**config.mk**
```make
export PLATFORM = sky130hd
export DESIGN_NAME = ram_march_bist
export DESIGN_NICKNAME = d
export VERILOG_FILES = /design/src/rtl/mbist_pkg.sv /design/src/rtl/mbist_addr_gen.sv /design/src/rtl/ram_march_bist.sv
export SDC_FILE = /design/constraint.sdc
export NUM_CORES = 1
export LEC_CHECK = 0
export CAP_MARGIN = 15
export CORE_MARGIN = 1
export CORE_UTILIZATION = 30
export DETAILED_ROUTE_END_ITERATION = 6
export SYNTH_ARGS = -nofsm -noshare
export SYNTH_HDL_FRONTEND = slang
export SYNTH_HIERARCHICAL = 1
export SYNTH_SLANG_ARGS = --single-unit
```
**constraint.sdc**
```tcl
create_clock -name clk -period 8.11 [get_ports clk]
set_clock_uncertainty 0.05 [all_clocks]
set_input_delay 1.2165 -clock clk [delete_from_list [all_inputs] [get_ports clk]]
set_output_delay 1.2165 -clock clk [all_outputs]
set_load 0.1 [all_outputs]
```
**src/rtl/mbist_pkg.sv**
```systemverilog
// Purpose: shared FSM state codes and March C- element tables for the RAM BIST.
// Latency: n/a (constants and a pure lookup function only).
// Backpressure: n/a.
package mbist_pkg;

  // Controller states
  localparam logic [1:0] ST_IDLE  = 2'd0;
  localparam logic [1:0] ST_RUN   = 2'd1;
  localparam logic [1:0] ST_DRAIN = 2'd2;
  localparam logic [1:0] ST_DONE  = 2'd3;

  // March element indices
  localparam logic [2:0] M0     = 3'd0;
  localparam logic [2:0] M1     = 3'd1;
  localparam logic [2:0] M2     = 3'd2;
  localparam logic [2:0] M3     = 3'd3;
  localparam logic [2:0] M4     = 3'd4;
  localparam logic [2:0] M5     = 3'd5;
  localparam logic [2:0] M_LAST = M5;

  // Op phase within one address
  localparam logic PH_R = 1'b0;
  localparam logic PH_W = 1'b1;

  // Per-element attributes, bit i describes element Mi (bits 7:6 unused).
  // March C-: M0 up(wD) M1 up(rD,wI) M2 up(rI,wD) M3 dn(rD,wI) M4 dn(rI,wD) M5 up(rD)
  localparam logic [7:0] ELEM_DOWN     = 8'b0001_1000;
  localparam logic [7:0] ELEM_HAS_READ = 8'b0011_1110;
  localparam logic [7:0] ELEM_RD_INV   = 8'b0001_0100;
  localparam logic [7:0] ELEM_HAS_WR   = 8'b0001_1111;
  localparam logic [7:0] ELEM_WR_INV   = 8'b0000_1010;

  function automatic logic elem_bit(input logic [7:0] tbl, input logic [2:0] e);
    return tbl[e];
  endfunction

endpackage

```
**src/rtl/mbist_addr_gen.sv**
```systemverilog
// Purpose: loadable up/down address counter with terminal-count flag for the March sweep.
// Latency: load/step take effect at the next clk edge; last is combinational from the count.
// Backpressure: none; the counter only moves when step or load is asserted.
// Ports: load/load_down preset to 0 or DEPTH-1; step moves one address in direction down;
//        addr is the current address; last flags DEPTH-1 (up) or 0 (down).
module mbist_addr_gen #(
  parameter int ADDR_W = 10,
  parameter int DEPTH  = 1024
) (
  input  logic              clk,
  input  logic              rst_n,
  input  logic              load,
  input  logic              load_down,
  input  logic              step,
  input  logic              down,
  output logic [ADDR_W-1:0] addr,
  output logic              last
);

  localparam logic [ADDR_W-1:0] TOP_ADDR = ADDR_W'(DEPTH - 1);

  logic [ADDR_W-1:0] addr_q, addr_d;

  always_comb begin
    addr_d = addr_q;
    if (load) begin
      addr_d = load_down ? TOP_ADDR : '0;
    end else if (step) begin
      addr_d = down ? (addr_q - 1'b1) : (addr_q + 1'b1);
    end
  end

  always_ff @(posedge clk or negedge rst_n) begin
    if (!rst_n) begin
      addr_q <= '0;
    end else begin
      addr_q <= addr_d;
    end
  end

  assign addr = addr_q;
  assign last = down ? (addr_q == '0) : (addr_q == TOP_ADDR);

endmodule

```
**src/rtl/ram_march_bist.sv**
```systemverilog
// Purpose: March C- BIST controller driving a synchronous RAM and checking its registered read data.
// Latency: one RAM op per cycle, 10*DEPTH op cycles + 1 drain cycle; done rises 10*DEPTH+1 edges after start.
// Backpressure: none; start is ignored while busy, the RAM is assumed always ready.
// Ports: start/busy/done/fail plus first-failure syndrome fail_elem/addr/exp/act;
//        mem_wr/mem_address/mem_data_in drive the RAM, mem_data_out is its 1-cycle-latency read data.
module ram_march_bist
  import mbist_pkg::*;
#(
  parameter int              ADDR_W       = 10,
  parameter int              DATA_W       = 8,
  parameter int              DEPTH        = 1024,
  parameter logic [DATA_W-1:0] BG         = '0,
  parameter bit              STOP_ON_FAIL = 1'b1
) (
  input  logic              clk,
  input  logic              rst_n,
  input  logic              start,
  output logic              busy,
  output logic              done,
  output logic              fail,
  output logic [2:0]        fail_elem,
  output logic [ADDR_W-1:0] fail_addr,
  output logic [DATA_W-1:0] fail_exp,
  output logic [DATA_W-1:0] fail_act,
  output logic              mem_wr,
  output logic [ADDR_W-1:0] mem_address,
  output logic [DATA_W-1:0] mem_data_in,
  input  logic [DATA_W-1:0] mem_data_out
);

  logic [1:0]        state_q, state_d;
  logic [2:0]        elem_q, elem_d;
  logic              phase_q, phase_d;
  logic              fail_q, fail_d;
  logic [2:0]        fail_elem_q, fail_elem_d;
  logic [ADDR_W-1:0] fail_addr_q, fail_addr_d;
  logic [DATA_W-1:0] fail_exp_q, fail_exp_d;
  logic [DATA_W-1:0] fail_act_q, fail_act_d;
  // Read-check pipeline: what the read issued last cycle should return
  logic              chk_vld_q, chk_vld_d;
  logic [DATA_W-1:0] chk_exp_q, chk_exp_d;
  logic [ADDR_W-1:0] chk_addr_q, chk_addr_d;
  logic [2:0]        chk_elem_q, chk_elem_d;

  logic              ag_load, ag_load_down, ag_step, ag_last;
  logic [ADDR_W-1:0] ag_addr;

  logic              in_run, op_wr, op_rd, addr_done, miscmp, stop_now, start_ok;
  logic              cur_down, cur_has_rd, cur_has_wr;
  logic [2:0]        nxt_elem;
  logic [DATA_W-1:0] rd_pat, wr_pat;

  mbist_addr_gen #(
    .ADDR_W (ADDR_W),
    .DEPTH  (DEPTH)
  ) u_addr_gen (
    .clk       (clk),
    .rst_n     (rst_n),
    .load      (ag_load),
    .load_down (ag_load_down),
    .step      (ag_step),
    .down      (cur_down),
    .addr      (ag_addr),
    .last      (ag_last)
  );

  assign cur_down   = elem_bit(ELEM_DOWN, elem_q);
  assign cur_has_rd = elem_bit(ELEM_HAS_READ, elem_q);
  assign cur_has_wr = elem_bit(ELEM_HAS_WR, elem_q);
  assign rd_pat     = elem_bit(ELEM_RD_INV, elem_q) ? ~BG : BG;
  assign wr_pat     = elem_bit(ELEM_WR_INV, elem_q) ? ~BG : BG;
  assign nxt_elem   = elem_q + 3'd1;

  assign in_run    = (state_q == ST_RUN);
  assign op_wr     = in_run && (phase_q == PH_W);
  assign op_rd     = in_run && (phase_q == PH_R);
  // Address advances after its write, or after its read in read-only elements
  assign addr_done = op_wr || !cur_has_wr;
  assign start_ok  = start && ((state_q == ST_IDLE) || (state_q == ST_DONE));
  assign miscmp    = chk_vld_q && (mem_data_out != chk_exp_q);
  assign stop_now  = STOP_ON_FAIL && miscmp;

  always_comb begin
    state_d      = state_q;
    elem_d       = elem_q;
    phase_d      = phase_q;
    ag_load      = 1'b0;
    ag_load_down = 1'b0;
    ag_step      = 1'b0;
    // Suppress a pending check once the run is stopping so DONE never compares stale data
    chk_vld_d    = op_rd && !stop_now;
    chk_exp_d    = rd_pat;
    chk_addr_d   = ag_addr;
    chk_elem_d   = elem_q;

    case (state_q)
      ST_IDLE, ST_DONE: begin
        if (start_ok) begin
          state_d      = ST_RUN;
          elem_d       = M0;
          phase_d      = elem_bit(ELEM_HAS_READ, M0) ? PH_R : PH_W;
          ag_load      = 1'b1;
          ag_load_down = elem_bit(ELEM_DOWN, M0);
        end
      end
      ST_RUN: begin
        if (!addr_done) begin
          phase_d = PH_W;
        end else if (!ag_last) begin
          ag_step = 1'b1;
          phase_d = cur_has_rd ? PH_R : PH_W;
        end else if (elem_q == M_LAST) begin
          state_d = ST_DRAIN;
        end else begin
          elem_d       = nxt_elem;
          phase_d      = elem_bit(ELEM_HAS_READ, nxt_elem) ? PH_R : PH_W;
          ag_load      = 1'b1;
          ag_load_down = elem_bit(ELEM_DOWN, nxt_elem);
        end
      end
      ST_DRAIN: state_d = ST_DONE;
      default:  state_d = ST_IDLE;
    endcase

    if (stop_now) begin
      state_d = ST_DONE;
    end
  end

  // First-failure syndrome: cleared by an accepted start, latched once per run
  always_comb begin
    fail_d      = fail_q;
    fail_elem_d = fail_elem_q;
    fail_addr_d = fail_addr_q;
    fail_exp_d  = fail_exp_q;
    fail_act_d  = fail_act_q;
    if (start_ok) begin
      fail_d      = 1'b0;
      fail_elem_d = '0;
      fail_addr_d = '0;
      fail_exp_d  = '0;
      fail_act_d  = '0;
    end else if (miscmp && !fail_q) begin
      fail_d      = 1'b1;
      fail_elem_d = chk_elem_q;
      fail_addr_d = chk_addr_q;
      fail_exp_d  = chk_exp_q;
      fail_act_d  = mem_data_out;
    end
  end

  always_ff @(posedge clk or negedge rst_n) begin
    if (!rst_n) begin
      state_q     <= ST_IDLE;
      elem_q      <= M0;
      phase_q     <= PH_R;
      fail_q      <= 1'b0;
      fail_elem_q <= '0;
      fail_addr_q <= '0;
      fail_exp_q  <= '0;
      fail_act_q  <= '0;
      chk_vld_q   <= 1'b0;
      chk_exp_q   <= '0;
      chk_addr_q  <= '0;
      chk_elem_q  <= '0;
    end else begin
      state_q     <= state_d;
      elem_q      <= elem_d;
      phase_q     <= phase_d;
      fail_q      <= fail_d;
      fail_elem_q <= fail_elem_d;
      fail_addr_q <= fail_addr_d;
      fail_exp_q  <= fail_exp_d;
      fail_act_q  <= fail_act_d;
      chk_vld_q   <= chk_vld_d;
      chk_exp_q   <= chk_exp_d;
      chk_addr_q  <= chk_addr_d;
      chk_elem_q  <= chk_elem_d;
    end
  end

  // RAM controls decode straight from state flops, so reset silences them asynchronously
  assign mem_wr      = op_wr;
  assign mem_address = in_run ? ag_addr : '0;
  assign mem_data_in = op_wr ? wr_pat : '0;

  assign busy      = in_run || (state_q == ST_DRAIN);
  assign done      = (state_q == ST_DONE);
  assign fail      = fail_q;
  assign fail_elem = fail_elem_q;
  assign fail_addr = fail_addr_q;
  assign fail_exp  = fail_exp_q;
  assign fail_act  = fail_act_q;

endmodule

```
Run 1, wires at chosen ports, followed through buffers:
Scale: 4 px per um.
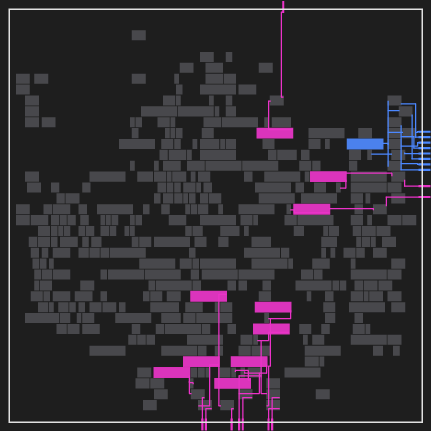
| color | port | bits | direction | end cells | buffers | wire |
|---|---|---|---|---|---|---|
| magenta | fail_addr | 10 | output | 10 | 10 | 272 um |
| blue | fail_exp | 8 | output | 1 | 8 | 95.5 um |
count of buffers inserted at the top-level ports: 61
number of I/O pins: 62

Run 1, cells by drive strength:
Scale: 4 px per um.
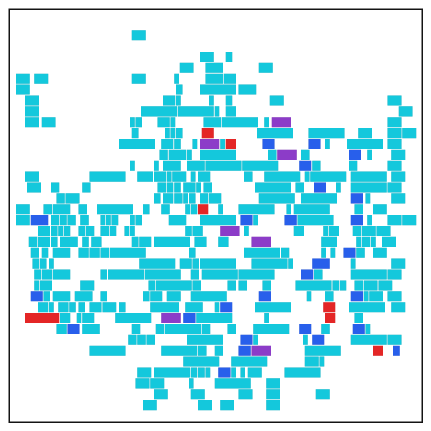
| color | size | cells | share | most used |
|---|---|---|---|---|
| blue | drive 2 | 26 | 7.3% | o21ai_2 |
| purple | drive 6 and up | 7 | 2.0% | clkbuf_8 |
| cyan | drive 1 or less | 317 | 89% | clkdlybuf4s50_1 |
| red | drive 3 to 4 | 7 | 2.0% | buf_4 |
number of non-clock buffers in the layout: 65
Area growth syn-to-layout: 24.15%

Run 1, cell area per tile:
Scale: 4 px per um. 10 x 10 tiles, from dark blue (low) to red (high), 0 to 100% covered.
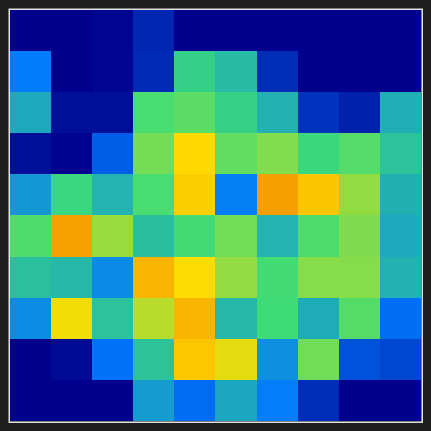
tiles over 75% full: 8.0%
emptiest ninth of the die: upper left
nearly empty tiles: 21%
fullest tile: 82%
mean over tiles: 34%
Init Core Util: 31.08%
share of the core filled with cells: 38.58%
core outline area: 9819 um2

-- run 1: worst max-delay path, cell delays in order (launching register included) --
cell and delay (ps):
dfrtp_1 440, inv_1 90, ha_1 480, nand2_1 170, nor3_1 630, clkdlybuf4s50_1 1270
-- run 1: how the worst max path moves through the flow --
stage                                       from             end  slack (ps)  depth (start not counted)
after floorplan           state_q[1]$_DFFE_PN0P_  mem_data_in[1]        3070                          5
after global placement    state_q[1]$_DFFE_PN0P_  mem_data_in[0]        3850                          5
after detailed placement  state_q[1]$_DFFE_PN0P_  mem_data_in[0]        3740                          5
after CTS                 state_q[1]$_DFFE_PN0P_  mem_data_in[0]        3370                          5
after global routing      state_q[1]$_DFFE_PN0P_  mem_data_in[2]        3220                          5
final                     state_q[1]$_DFFE_PN0P_  mem_data_in[5]        3450                          5
-- run 1: metrics by stage --
step | util [%] | cells | power [mW] | setup WS, ps | hold WS (ps)
after global placement | 37.51 | 482 | 1.230 | 3849 | 408.0
after floorplan | - | 311 | 1.046 | 3072 | 344.8
after CTS | 38.58 | 490 | 1.405 | 3367 | 453.8
after detailed placement | 37.51 | 482 | 1.236 | 3735 | 436.1
final | 38.58 | 490 | 1.400 | 3447 | 452.6
after global routing | 38.58 | 490 | 1.475 | 3220 | 474.0
-- run 1: placed cells by master, fill, tap and decap left out, drive strengths merged, types with 3 or more instances in the layout --
cell type	synthesis	final
a21oi	16	16
a211oi	4	4
nand2	36	36
nor2b	6	6
nand4	23	23
ha	16	16
xnor2	3	3
clkbuf	10	7
nor2	9	9
a31oi	5	5
dfrtp	54	54
nand3	4	4
and2	12	12
o21ai	36	36
buf	17	5
inv	12	12
nor3	8	8
mux2i	4	4
clkdlybuf4s50	0	60
-- run 1: routing by layer --
layer	GRT usage (%)	up-vias	wire (um)
li1	-	1213	-
met1	18.95	1173	3381
met2	23.59	87	3367
met3	2.983	5	407
met4	3.467	0	65
met5	0	-	0
-- run 1: area by class of cell --
cell class | count | area share [%]
Clock inverter | 1 | 0.2312
Clock buffer | 7 | 2.543
Inverter | 13 | 1.288
Timing Repair Buffer | 65 | 16.78
Tap cell | 133 | 4.392
Multi-Input combinational cell | 217 | 39.10
Sequential cell | 54 | 35.67
-- run 1: power breakdown --
part / internal [mW] / switching (mW)
sequential: 0.343 / 0.0724
combinational: 0.210 / 0.604
clock: 0.0785 / 0.0913
-- run 1: flip-flops by register name (all words and copies together) (netlist names) --
name	cells
chk_addr_q	10
fail_addr	10
u_addr_gen/addr	10
fail_act	8
chk_elem_d	3
chk_elem_q	3
fail_elem	3
state_q	2
chk_exp_q	1
chk_vld_q	1
fail	1
fail_exp	1
phase_q	1
-- run 1: kinds of logic (layout without fill, tap and decap cells) --
family                   after synthesis  after routing  synth area share [%]
buffers and inverters                 40             86                 7.175
XOR/XNOR                               5              5                 1.435
AND-OR/OR-AND                         81             81                 19.07
multiplexers                           5              5                 1.681
flip-flops                            54             54                 44.28
adder cells (fa/ha/maj)               17             17                 7.216
AND/OR/NAND/NOR                      109            109                 19.15
==> reports/writeup.txt, run 1 <==
The run finished with clean final reports. In this run the static leakage power is 1.543 nW. Number of pins with negative max-slew slack in the final report: 0.

For the total routing usage reported by global routing, the log shows 14.21%. The run gives 0 as the total grt overflow. The most popular library cell in the synthesized design by count was dfrtp_1. The run gives 12 for the number of cells on the worst reg-to-reg path. The yosys cell count came out at 311.

Ranked by instance count, the synthesized netlist is headed by dfrtp_1 (54), nand2_1 (36), nand4_1 (23), o21ai_2 (20), ha_1 (16). The share of async-settable or async-resettable flops after synthesis is 100.0%, and the post-detailed-route DRC marker count is 0. The largest net degree at the start of global routing came out at 55. The worst setup path is launched from a flop.

The tools report the number of detailed-routing iterations run before antenna repair as 5. The cell type that accounts for the most area after synthesis is dfrtp_1. The number of nets handed over by synthesis was 339. After clock tree synthesis, the repair step resized 0 gates.

The run gives 0 as the number of antenna violations at the first check in global routing. The register bit total from synthesis is 54, and the global placement routability congestion is 0.8192. For reference, the top cells by area after synthesis are dfrtp_1 (44%), ha_1 (6.6%), o21ai_2 (5.7%). The relative slew slack is 34.21%.
==> run 2, diff against run 1 <==
==> constraint.sdc (replaced) <==
create_clock -name clk -period 3.8 [get_ports clk]
set_clock_uncertainty 0.05 [all_clocks]
set_input_delay 0.57 -clock clk [delete_from_list [all_inputs] [get_ports clk]]
set_output_delay 0.57 -clock clk [all_outputs]
set_load 0.1 [all_outputs]
Run 2, cell outlines without signal wires:
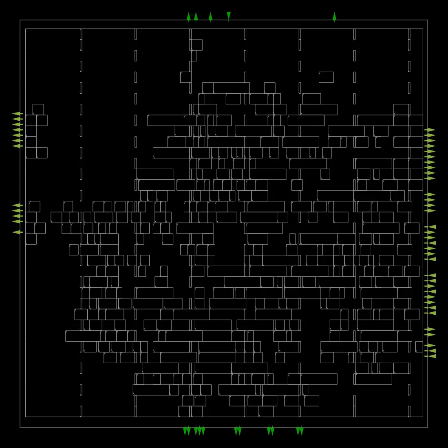
number of cell rows: 36
fraction of standard cell area that is sequential: 35.67%

Run 2, wires at chosen ports, followed through buffers:
Scale: 4 px per um.
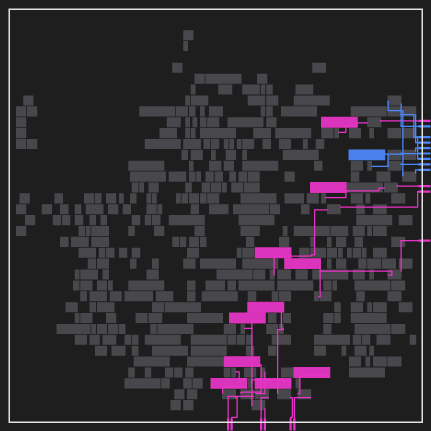
| color | port | bits | direction | end cells | buffers | wire |
|---|---|---|---|---|---|---|
| magenta | fail_addr | 10 | output | 10 | 10 | 287 um |
| blue | fail_exp | 8 | output | 1 | 8 | 84.3 um |

Run 2, cells by drive strength:
Scale: 4 px per um.
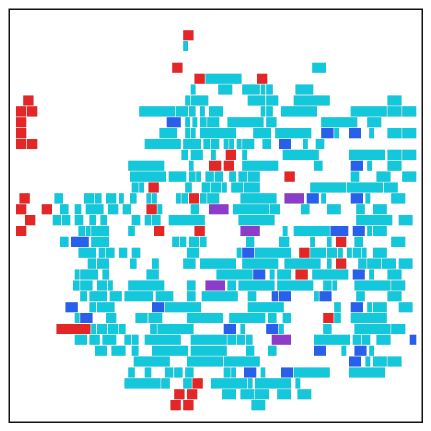
| color | size | cells | share | most used |
|---|---|---|---|---|
| red | drive 3 to 4 | 36 | 9.9% | buf_4 |
| blue | drive 2 | 28 | 7.7% | o21ai_2 |
| purple | drive 6 and up | 5 | 1.4% | clkbuf_8 |
| cyan | drive 1 or less | 296 | 81% | dfrtp_1 |

==> run 2 against run 1 <==
Effect of this change:
- register-to-register slack got worse by 3300 ps
- synthesized area unchanged
- highest routed layer unchanged
- hold slack got worse by 130 ps
- non-clock buffer count increased by 8
- clock power increased by 88%
- combinational power increased by 110%
- global-route usage increased by 0.36 points
- first-iteration DRC count increased by 21%
- wire length increased by 0.90%
==> reports/writeup.txt, run 2 <==
The run finished with clean final reports. The run gives 46 (-16%) as the largest net degree at the start of global routing. The synthesis-to-finish area growth was 24.15% (unchanged). The global placement routability congestion came out at 0.7993 (-2.4%). The run gives 3524 um (+4.2%) as the routed length on met1.

The run gives 0 (unchanged) for the number of pins with negative max-slew slack in the final report. The die width is 102.9 um, and the post-route total power is 2.967 mW (+110%). By area the synthesized netlist is led by dfrtp_1 (44%), ha_1 (6.6%), o21ai_2 (5.7%).

By instance count after routing, the leading logic cell types are dfrtp_1 (54), clkdlybuf4s50_1 (40), nand2_1 (36), buf_4 (32), nand4_1 (23). The run gives 32.32% (-1.9 points) as the relative slew slack. The area share of xor/xnor cells in the synthesized design came out at 1.435% (unchanged).

Sorting the synthesis cell report by count puts at the top dfrtp_1. The amount of wire on met2 after detailed routing is 3403 um (+1.1%), and the total grt overflow is 0 (unchanged). The run gives 31.08% (unchanged) as the floorplan-stage core utilization. With the multiplexer share of the synthesized area at 1.681% (unchanged), the share of async-settable or async-resettable flops after synthesis is 100.0% (unchanged).

With the simple logic cell fraction of the synthesized area at 19.15% (unchanged), the minimum clock period is 3181 ps. The total routing usage reported by global routing was 14.57% (+0.36 points). The largest area contributor in the netlist was dfrtp_1. The logs give 619.2 ps (-2828 ps) for the final critical-path setup slack and 9819 um2 (unchanged) for the core footprint. The first global-routing pass estimated 12050 um of wire.

The highest metal layer carrying signal wires in the routed design is met4. The logs give 311 (unchanged) for the yosys cell count and 38.58% (unchanged) for the utilization after layout. In this run, distinct cell masters in the synthesized netlist total 53. The run gives 54 (unchanged) for the register bit total from synthesis. The routed wire length is 7287 um.

The smallest hold slack was 319.3 ps (-133.3 ps); the cell resize tally after clock tree synthesis was 0 (unchanged). With the post-detailed-route DRC marker count at 0 (unchanged), the measured slew at the worst slew-check pin is 1012 ps. The top cell type in the final layout, fill and taps aside, is dfrtp_1. The number of antenna violations at the first check in global routing was 0 (unchanged); the met3 wire length was 299 um (-27%).

The final hold violation count recorded for this run is 0. The number of nets at floorplan came out at 339 (unchanged). The sort of element at the start of the critical path was a flop.

The share of synthesized cell area in full adder, half adder and majority cells came out at 7.216% (unchanged). Compound-gate portion of the synthesized area: 19.07% (unchanged). The count of input and output buffers was 61 (unchanged); the number of detailed-routing iterations run before antenna repair was 4 (-1). The pre-CTS setup slack came out at 649.2 ps (-3086 ps).

The run gives 62 (unchanged) as the boundary pin count. The main kind of combinational logic by area was simple AND/OR/NAND/NOR gates. For the maximum achievable frequency, the log shows 314.4 MHz. In the synthesized netlist, the cells that appear most often are dfrtp_1 (54), nand2_1 (36), nand4_1 (23), o21ai_2 (20), ha_1 (16).
==> run 2: cells by family (layout without fill, tap and decap cells) <==
kind of cell | count (synthesis) | count (layout)
DFF | 54 | 54
adders and majority gates | 17 | 17
muxes | 5 | 5
buffers and inverters | 40 | 94
and+or+nand+nor | 109 | 109
xor gates and xnor gates | 5 | 5
AOI/OAI and AO/OA | 81 | 81
==> run 2: routing by layer <==
layer	vias up	track usage [%]
li1	1220	-
met1	1197	19.97
met2	67	24.41
met3	7	1.898
met4	0	3.575
met5	-	0
==> run 2: worst max-delay path, stage by stage, from the launching register on <==
cell and delay, ps:
dfrtp_1 440, inv_1 170, ha_1 250, nand2_1 80, o21ai_0 90, buf_4 220
nor4b_1 260, nand3_1 110, o31ai_1 80, buf_4 200, o2111ai_1 150, a21oi_1 270
clkinv_1 290, nor2_1 160, buf_4 180, a311oi_1 60
==> run 2: worst paths after layout <==
kind                            cells past startpoint  slack [ps]                             end                       from
worst max-delay path                               15         620  u_addr_gen/addr[6]$_DFFE_PN0P_  chk_elem_d[0]$_DFFE_PN0P_
worst min-delay path                                1         320         fail_act[5]$_DFFE_PN0P_                      rst_n
worst max register to register                     15         620  u_addr_gen/addr[6]$_DFFE_PN0P_  chk_elem_d[0]$_DFFE_PN0P_
worst min register to register                      0         440         chk_elem_q[0]$_DFF_PN0_  chk_elem_d[0]$_DFFE_PN0P_
max in group asynchronous                           2        2630        fail_addr[8]$_DFFE_PN0P_                      rst_n
min in group clk                                    0         440         chk_elem_q[0]$_DFF_PN0_  chk_elem_d[0]$_DFFE_PN0P_
==> run 2: layout make-up <==
type	instances	area [um2]
Clock buffer	5	68.82
Clock inverter	3	21.27
Fill cell	1016	6031
Inverter	13	48.80
Multi-Input combinational cell	217	1486
Sequential cell	54	1351
Tap cell	133	166.4
Timing Repair Buffer	73	645.6
==> run 2: stage by stage <==
stage	area, um2	std cells
2_1_floorplan	3057	311
3_3_place_gp	3699	490
4_1_cts	3789	498
5_1_grt	3789	498
3_5_place_dp	3699	490
6_report	3789	498
==> run 2: where the power goes <==
| group | internal [mW] | total, mW | leakage [nW] | switching (mW) |
|---|---|---|---|---|
| Combinational | 0.456 | 1.75 | 0.860 | 1.30 |
| Clock | 0.130 | 0.320 | 0.0441 | 0.190 |
| Sequential | 0.732 | 0.894 | 0.705 | 0.161 |
Power figures rest on the tool's default switching activity, not on a simulated workload.
